Cells colored by class:
Scale: 4 px per um.
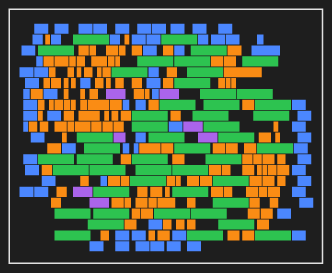
Placed standard cells:
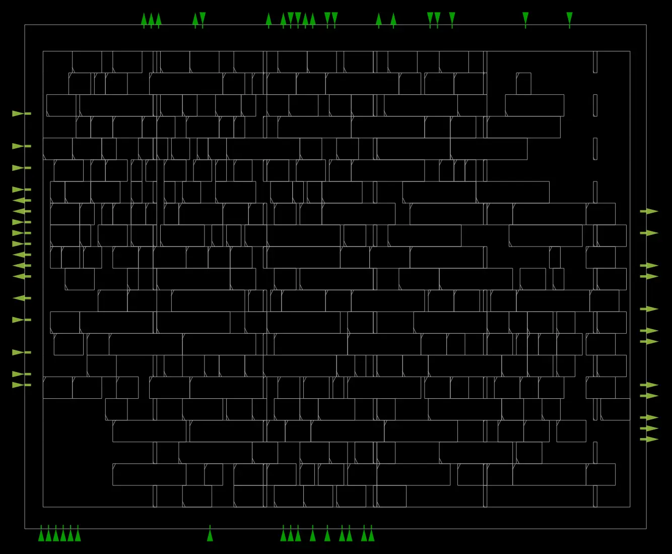
Met1 routing:
Scale: 6 px per um. Supply wires on this layer in gray. Cells faint in the background.
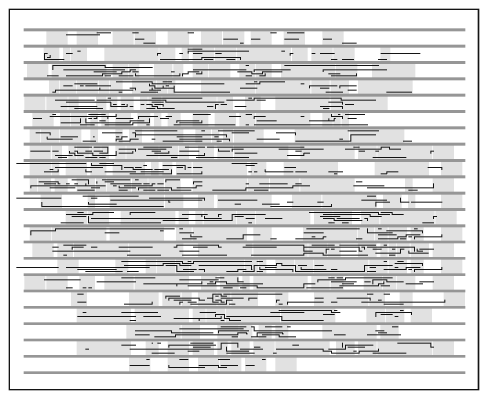
[src/rtl/riscv_ctrl_pkg.sv]
// Shared encodings for the pipelined RV32I control path: opcodes, ALU/result/
// immediate/forwarding selects and branch funct3 values.
package riscv_ctrl_pkg;

  localparam logic [6:0] OP_LOAD   = 7'b0000011;
  localparam logic [6:0] OP_STORE  = 7'b0100011;
  localparam logic [6:0] OP_RTYPE  = 7'b0110011;
  localparam logic [6:0] OP_ITYPE  = 7'b0010011;
  localparam logic [6:0] OP_BRANCH = 7'b1100011;
  localparam logic [6:0] OP_JAL    = 7'b1101111;
  localparam logic [6:0] OP_JALR   = 7'b1100111;
  localparam logic [6:0] OP_LUI    = 7'b0110111;
  localparam logic [6:0] OP_AUIPC  = 7'b0010111;

  typedef enum logic [3:0] {
    ALU_ADD  = 4'd0,
    ALU_SUB  = 4'd1,
    ALU_AND  = 4'd2,
    ALU_OR   = 4'd3,
    ALU_XOR  = 4'd4,
    ALU_SLT  = 4'd5,
    ALU_SLTU = 4'd6,
    ALU_SLL  = 4'd7,
    ALU_SRL  = 4'd8,
    ALU_SRA  = 4'd9
  } alu_op_t;

  typedef enum logic [1:0] {
    RES_ALU = 2'b00,
    RES_MEM = 2'b01,
    RES_PC4 = 2'b10,
    RES_IMM = 2'b11
  } result_src_t;

  typedef enum logic [2:0] {
    IMM_I = 3'b000,
    IMM_S = 3'b001,
    IMM_B = 3'b010,
    IMM_J = 3'b011,
    IMM_U = 3'b100
  } imm_src_t;

  typedef enum logic [1:0] {
    FWD_RF = 2'b00,
    FWD_W  = 2'b01,
    FWD_M  = 2'b10
  } fwd_t;

  localparam logic [2:0] F3_BEQ  = 3'b000;
  localparam logic [2:0] F3_BNE  = 3'b001;
  localparam logic [2:0] F3_BLT  = 3'b100;
  localparam logic [2:0] F3_BGE  = 3'b101;
  localparam logic [2:0] F3_BLTU = 3'b110;
  localparam logic [2:0] F3_BGEU = 3'b111;

  // funct7[5] means sub only for R-type; for shifts it always means arithmetic.
  function automatic alu_op_t alu_decode(input logic [2:0] f3, input logic f7_5,
                                         input logic is_rtype);
    alu_op_t op;
    case (f3)
      3'b000:  op = (is_rtype && f7_5) ? ALU_SUB : ALU_ADD;
      3'b001:  op = ALU_SLL;
      3'b010:  op = ALU_SLT;
      3'b011:  op = ALU_SLTU;
      3'b100:  op = ALU_XOR;
      3'b101:  op = f7_5 ? ALU_SRA : ALU_SRL;
      3'b110:  op = ALU_OR;
      default: op = ALU_AND;
    endcase
    return op;
  endfunction

endpackage

[src/rtl/hazard_unit.sv]
// Combinational hazard logic: operand forwarding selects, load-use stall and
// the stall/flush controls for the F, D and E stages.
module hazard_unit
  import riscv_ctrl_pkg::*;
#(
  parameter int REG_AW = 5
) (
  input  logic [REG_AW-1:0] rs1_d_i,
  input  logic [REG_AW-1:0] rs2_d_i,
  input  logic [REG_AW-1:0] rs1_e_i,
  input  logic [REG_AW-1:0] rs2_e_i,
  input  logic [REG_AW-1:0] rd_e_i,
  input  logic [1:0]        result_src_e_i,
  input  logic              pc_src_e_i,
  input  logic [REG_AW-1:0] rd_m_i,
  input  logic              reg_write_m_i,
  input  logic [REG_AW-1:0] rd_w_i,
  input  logic              reg_write_w_i,
  output logic [1:0]        forward_a_e_o,
  output logic [1:0]        forward_b_e_o,
  output logic              stall_f_o,
  output logic              stall_d_o,
  output logic              flush_d_o,
  output logic              flush_e_o
);

  logic lw_stall;

  // x0 is never a forwarding source; the younger M result wins over W.
  always_comb begin
    forward_a_e_o = FWD_RF;
    forward_b_e_o = FWD_RF;
    if (rs1_e_i != '0 && reg_write_m_i && rs1_e_i == rd_m_i) begin
      forward_a_e_o = FWD_M;
    end else if (rs1_e_i != '0 && reg_write_w_i && rs1_e_i == rd_w_i) begin
      forward_a_e_o = FWD_W;
    end
    if (rs2_e_i != '0 && reg_write_m_i && rs2_e_i == rd_m_i) begin
      forward_b_e_o = FWD_M;
    end else if (rs2_e_i != '0 && reg_write_w_i && rs2_e_i == rd_w_i) begin
      forward_b_e_o = FWD_W;
    end
  end

  assign lw_stall = (result_src_e_i == RES_MEM) && (rd_e_i != '0) &&
                    ((rd_e_i == rs1_d_i) || (rd_e_i == rs2_d_i));

  // A redirect discards the dependent instruction anyway, so it wins over the stall.
  assign stall_f_o = lw_stall & ~pc_src_e_i;
  assign stall_d_o = lw_stall & ~pc_src_e_i;
  assign flush_d_o = pc_src_e_i;
  assign flush_e_o = lw_stall | pc_src_e_i;

endmodule

[src/rtl/pipe_control_path.sv]
// Five-stage RV32I control path: D-stage decode, control pipeline registers
// D->E->M->W, E-stage branch resolution and hazard control.
module pipe_control_path
  import riscv_ctrl_pkg::*;
#(
  parameter int ALU_CTRL_W  = 4,
  parameter bit FULL_BRANCH = 1'b1,
  parameter int REG_AW      = 5
) (
  input  logic                  clk,
  input  logic                  rst_n,
  input  logic [31:0]           instr_d,
  input  logic                  zero_e,
  input  logic                  lt_e,
  input  logic                  ltu_e,
  output logic [2:0]            imm_src_d,
  output logic [ALU_CTRL_W-1:0] alu_cntrl_e,
  output logic                  alu_src_e,
  output logic                  jalr_e,
  output logic                  pc_src_e,
  output logic                  mem_write_m,
  output logic [1:0]            result_src_w,
  output logic                  reg_write_w,
  output logic [REG_AW-1:0]     rd_w,
  output logic [1:0]            forward_a_e,
  output logic [1:0]            forward_b_e,
  output logic                  stall_f,
  output logic                  stall_d,
  output logic                  flush_d,
  output logic                  flush_e,
  output logic                  illegal_e
);

  typedef struct packed {
    logic                  reg_write;
    logic [1:0]            result_src;
    logic                  mem_write;
    logic                  jump;
    logic                  branch;
    logic [2:0]            funct3;
    logic [ALU_CTRL_W-1:0] alu_cntrl;
    logic                  alu_src;
    logic                  jalr;
    logic                  illegal;
    logic [REG_AW-1:0]     rs1;
    logic [REG_AW-1:0]     rs2;
    logic [REG_AW-1:0]     rd;
  } de_ctrl_t;

  typedef struct packed {
    logic              reg_write;
    logic [1:0]        result_src;
    logic              mem_write;
    logic [REG_AW-1:0] rd;
  } em_ctrl_t;

  typedef struct packed {
    logic              reg_write;
    logic [1:0]        result_src;
    logic [REG_AW-1:0] rd;
  } mw_ctrl_t;

  de_ctrl_t          de_d, de_q;
  em_ctrl_t          em_q;
  mw_ctrl_t          mw_q;
  imm_src_t          imm_sel_d;
  logic [REG_AW-1:0] rs1_d, rs2_d, rd_d;
  logic              taken_e;
  logic              unused_instr_bits;

  assign rs1_d = REG_AW'(instr_d[19:15]);
  assign rs2_d = REG_AW'(instr_d[24:20]);
  assign rd_d  = REG_AW'(instr_d[11:7]);
  assign unused_instr_bits = ^{instr_d[31], instr_d[29:25]};

  always_comb begin
    de_d           = '0;
    imm_sel_d      = IMM_I;
    de_d.funct3    = instr_d[14:12];
    de_d.rs1       = rs1_d;
    de_d.rs2       = rs2_d;
    de_d.rd        = rd_d;
    de_d.alu_cntrl = ALU_CTRL_W'(ALU_ADD);
    case (instr_d[6:0])
      OP_LOAD: begin
        de_d.reg_write  = 1'b1;
        de_d.result_src = RES_MEM;
        de_d.alu_src    = 1'b1;
      end
      OP_STORE: begin
        de_d.mem_write = 1'b1;
        de_d.alu_src   = 1'b1;
        imm_sel_d      = IMM_S;
      end
      OP_RTYPE: begin
        de_d.reg_write = 1'b1;
        de_d.alu_cntrl = ALU_CTRL_W'(alu_decode(instr_d[14:12], instr_d[30], 1'b1));
      end
      OP_ITYPE: begin
        de_d.reg_write = 1'b1;
        de_d.alu_src   = 1'b1;
        de_d.alu_cntrl = ALU_CTRL_W'(alu_decode(instr_d[14:12], instr_d[30], 1'b0));
      end
      OP_BRANCH: begin
        de_d.branch    = 1'b1;
        de_d.alu_cntrl = ALU_CTRL_W'(ALU_SUB);
        imm_sel_d      = IMM_B;
      end
      OP_JAL: begin
        de_d.reg_write  = 1'b1;
        de_d.result_src = RES_PC4;
        de_d.jump       = 1'b1;
        imm_sel_d       = IMM_J;
      end
      OP_JALR: begin
        de_d.reg_write  = 1'b1;
        de_d.result_src = RES_PC4;
        de_d.jump       = 1'b1;
        de_d.jalr       = 1'b1;
        de_d.alu_src    = 1'b1;
      end
      OP_LUI: begin
        de_d.reg_write  = 1'b1;
        de_d.result_src = RES_IMM;
        de_d.alu_src    = 1'b1;
        imm_sel_d       = IMM_U;
      end
      OP_AUIPC: begin
        de_d.reg_write = 1'b1;
        de_d.alu_src   = 1'b1;
        imm_sel_d      = IMM_U;
      end
      default: de_d.illegal = 1'b1;
    endcase
  end

  assign imm_src_d = imm_sel_d;

  // A flushed E stage holds an all-zero bubble: no writes, no branch, no jump.
  always_ff @(posedge clk or negedge rst_n) begin
    if (!rst_n) begin
      de_q <= '0;
    end else if (flush_e) begin
      de_q <= '0;
    end else begin
      de_q <= de_d;
    end
  end

  always_ff @(posedge clk or negedge rst_n) begin
    if (!rst_n) begin
      em_q <= '0;
      mw_q <= '0;
    end else begin
      em_q.reg_write  <= de_q.reg_write;
      em_q.result_src <= de_q.result_src;
      em_q.mem_write  <= de_q.mem_write;
      em_q.rd         <= de_q.rd;
      mw_q.reg_write  <= em_q.reg_write;
      mw_q.result_src <= em_q.result_src;
      mw_q.rd         <= em_q.rd;
    end
  end

  always_comb begin
    taken_e = 1'b0;
    case (de_q.funct3)
      F3_BEQ:  taken_e = zero_e;
      F3_BNE:  taken_e = ~zero_e;
      F3_BLT:  taken_e = FULL_BRANCH & lt_e;
      F3_BGE:  taken_e = FULL_BRANCH & ~lt_e;
      F3_BLTU: taken_e = FULL_BRANCH & ltu_e;
      F3_BGEU: taken_e = FULL_BRANCH & ~ltu_e;
      default: taken_e = 1'b0;
    endcase
  end

  assign pc_src_e     = de_q.jump | (de_q.branch & taken_e);
  assign alu_cntrl_e  = de_q.alu_cntrl;
  assign alu_src_e    = de_q.alu_src;
  assign jalr_e       = de_q.jalr;
  assign illegal_e    = de_q.illegal;
  assign mem_write_m  = em_q.mem_write;
  assign result_src_w = mw_q.result_src;
  assign reg_write_w  = mw_q.reg_write;
  assign rd_w         = mw_q.rd;

  hazard_unit #(
    .REG_AW(REG_AW)
  ) u_hazard (
    .rs1_d_i       (rs1_d),
    .rs2_d_i       (rs2_d),
    .rs1_e_i       (de_q.rs1),
    .rs2_e_i       (de_q.rs2),
    .rd_e_i        (de_q.rd),
    .result_src_e_i(de_q.result_src),
    .pc_src_e_i    (pc_src_e),
    .rd_m_i        (em_q.rd),
    .reg_write_m_i (em_q.reg_write),
    .rd_w_i        (mw_q.rd),
    .reg_write_w_i (mw_q.reg_write),
    .forward_a_e_o (forward_a_e),
    .forward_b_e_o (forward_b_e),
    .stall_f_o     (stall_f),
    .stall_d_o     (stall_d),
    .flush_d_o     (flush_d),
    .flush_e_o     (flush_e)
  );

endmodule

[config.mk]
export PLATFORM = sky130hd
export DESIGN_NAME = pipe_control_path
export DESIGN_NICKNAME = d
export VERILOG_FILES = /design/src/rtl/riscv_ctrl_pkg.sv /design/src/rtl/hazard_unit.sv /design/src/rtl/pipe_control_path.sv
export SDC_FILE = /design/constraint.sdc
export NUM_CORES = 1
export LEC_CHECK = 0
export CORE_ASPECT_RATIO = 0.8
export CORE_MARGIN = 2
export CORE_UTILIZATION = 51
export DETAILED_ROUTE_END_ITERATION = 12
export GPL_TIMING_DRIVEN = 0
export PLACE_DENSITY = 0.86
export SYNTH_ARGS = -nofsm -noshare
export SYNTH_HDL_FRONTEND = slang
export SYNTH_SLANG_ARGS = --single-unit
[constraint.sdc]
create_clock -name clk -period 3.3 [get_ports clk]
set_input_delay 0.495 -clock clk [delete_from_list [all_inputs] [get_ports clk]]
set_output_delay 0.495 -clock clk [all_outputs]
set_load 0.01 [all_outputs]
==> impl_metrics.json <==
{
  "grt_pass1_vias": 1619,
  "synthToLayoutAreaGrowth_pct": 34.2,
  "post-place-ws_ns": 0.0848,
  "cts.sinks": 48,
  "ys_cells": 197,
  "numCtsBuffers": 5,
  "io_pins": 65,
  "ys_ff": 48,
  "period_needed_ns": 3.14,
  "clkPwrFrac": 0.304,
  "avgRoutedWirePerCell_um": 14.1,
  "combPwrFrac": 0.136,
  "fmax_mhz": 319,
  "power.density_nw_per_um2": 380,
  "yosysTopAreaCellShare": 0.538,
  "fin_nets": 300,
  "drtIter0Drc": 82,
  "drive_gt1_frac": 0.175,
  "cts_tree": "yes",
  "numPortBuffers": 55,
  "post_drt_via_cell_ratio": 5.19,
  "maxSlewViolCount": 0,
  "root_buffer": "clkbuf_8",
  "skew_ns": 0.00511,
  "ctsHtreeMaxLevel": 2,
  "critPathLaunchType": "primary input",
  "die_x_um": 77.9,
  "setup_viol": 0,
  "avgSynthCellArea_um2": 11.3,
  "ir_drop_uv": 271,
  "synthCells": 197,
  "placed_cell_area_um2": 2870,
  "finalSetupTns_ns": 0,
  "status": "finished, final reports clean",
  "path_clk_slew_ns": 0.08,
  "pwr-share-seq": 0.559,
  "ys_area_um2": 2230,
  "synth_area_leader_cell": "dfrtp_1",
  "gp_congestion": 0.851,
  "drtPass1Iterations": 4,
  "grt_max_degree": 44,
  "max_slew.worst_pin.slew_ns": 0.450,
  "drcViolationCount": 0,
  "syn_nets": 234,
  "hold_violations": 0,
  "cp_max_fo": 7,
  "synth-edff-count": 0,
  "power.switching_w": 0.000269,
  "antenna_found_initial": 0,
  "track_usage": 0.203,
  "area_leaders": "dfrtp_1 54%, xnor2_1 11%, and3_2 4.0%",
  "p_leak_nw": 1.26,
  "arrival_ns": 2.64,
  "synthFlopType": "dfrtp_1",
  "post-route-period-util": 0.951,
  "intPower_w": 0.000868,
  "cts_hold_buf": 0,
  "core_region_area_um2": 4200,
  "fin_ws_ns": 0.161,
  "ys_seq_frac": 0.538,
  "async_flop_share": 1.00,
  "cap_violations": 0,
  "ys.warnings.count": 0,
  "min_path_type": "primary input to async pin",
  "final_cell_area_um2": 2990,
  "crit_type": "primary input to output pin",
  "rsz0062_at_grt": "no"
}
About 'cells colored by class':
legend:
  registers:
    color: green
    cells: 48
    share_of_their_area: 41%
  remaining logic cells:
    color: orange
    cells: 135
    share_of_their_area: 33%
  remaining buffers and delay cells:
    color: blue
    cells: 73
    share_of_their_area: 23%
  clock drivers and dummy loads:
    color: purple
    cells: 7
    share_of_their_area: 3.1%

About 'placed standard cells':
fin cells: 320
row cnt: 21

About 'met1 routing':
longest straight run: 20.2 um
main direction: horizontal
share of all routed wire: 47%
wire length on this layer: 2110 um
nets with wire on the layer: 253
Vias: 1661
final wirelength: 4520 um
met1 usage: 0.302

final timing paths:
check                            from        endpoint  slack (ns)  cells past startpoint
min reg2reg                  de_q[27]     mem_write_m        0.35                      0
min in group clk             de_q[27]     mem_write_m        0.35                      0
max in group asynchronous       rst_n         em_q[0]        2.82                      2
min                             rst_n  alu_cntrl_e[0]        0.03                      1
max                        instr_d[0]    imm_src_d[0]        0.16                      6
max reg2reg                   de_q[0]        de_q[30]        1.44                      4
registers in the layout, summed over array words and instances (netlist names):
register,flops
alu_cntrl_e,4
alu_src_e,1
de_q,24
em_q,8
illegal_e,1
jalr_e,1
mem_write_m,1
rd_w,5
reg_write_w,1
result_src_w,2
routing by layer:
layer  global-route usage  share of wire
met1                0.302           0.47
met5                    0              0
met4               0.0482          0.010
met2                0.302           0.46
met3               0.0487          0.063
through the flow:
step                power (W)  instances  hold slack [ns]  utilization
detailed placement   0.000802        310            0.338        0.682
global placement     0.000795        309            0.334        0.679
CTS                   0.00115        317           0.0274        0.704
global route          0.00119        320           0.0188        0.712
floorplan            0.000720        197            0.199            -
finish                0.00114        320           0.0323        0.712
power groups by stage:
stage	Clock, W	Combinational, W	Sequential (W)
finish	0.000346	0.000155	0.000636
floorplan	0	0.0000758	0.000644
global placement	0	0.000148	0.000647
detailed placement	0	0.000154	0.000648
CTS	0.000356	0.000154	0.000636
global route	0.000379	0.000172	0.000640
cell usage in the layout (no fill, tap or decap), drive strengths merged, types with 6 or more instances in the layout:
cell type,Yosys,final
clkbuf,6,11
and3,22,22
buf,8,14
xnor2,29,29
nor2,9,9
a21oi,6,6
nand2,12,12
dfrtp,48,48
clkdlybuf4s50,0,54
synth_stat cells, types with 2 or more instances:
master and instances:
nor3b_1 5, nor2_1 9, nand2_1 12, nor4b_2 2, nand4_1 5, nor3_1 3
dfrtp_1 48, a21oi_1 6, and3_1 10, a22o_1 2, and3_2 12, o21ai_0 2
inv_1 3, xor2_1 5, a211oi_1 2, nor4_1 4, clkbuf_1 2, buf_4 6
nor2b_1 3, or4_1 3, buf_2 2, xnor2_1 29, clkbuf_2 4, nand3_1 5
cell families (layout without fill, tap and decap cells):
logic type	count (synthesis)	in the layout	share of synthesized area
AND-OR/OR-AND	17	17	0.0600
XOR/XNOR	34	34	0.133
buffers and inverters	18	84	0.0449
flip-flops	48	48	0.538
multiplexers	2	2	0.00953
AND/OR/NAND/NOR	78	78	0.214
timing repair:
item | in CTS | in global routing
buffers inserted | 0 | 3
resized | 0 | 3
setup endpoints to repair | 0 | 2
area by class of cell:
cell class / instances / area [um2]
Tap cell: 57 / 71.3
Inverter: 4 / 17.5
Timing Repair Buffer: 59 / 588
Clock inverter: 1 / 8.76
Fill cell: 312 / 1210
Clock buffer: 6 / 82.6
Multi-Input combinational cell: 131 / 941
Buffer: 14 / 82.6
Sequential cell: 48 / 1200
worst max-delay path: stages:
cell,delay (ns)
clkdlybuf4s50_1,0.46
nand2_1,0.15
or3_1,0.41
nor2_1,0.37
a22o_1,0.21
clkdlybuf4s50_1,0.55
Power and IR drop assume default switching activity.
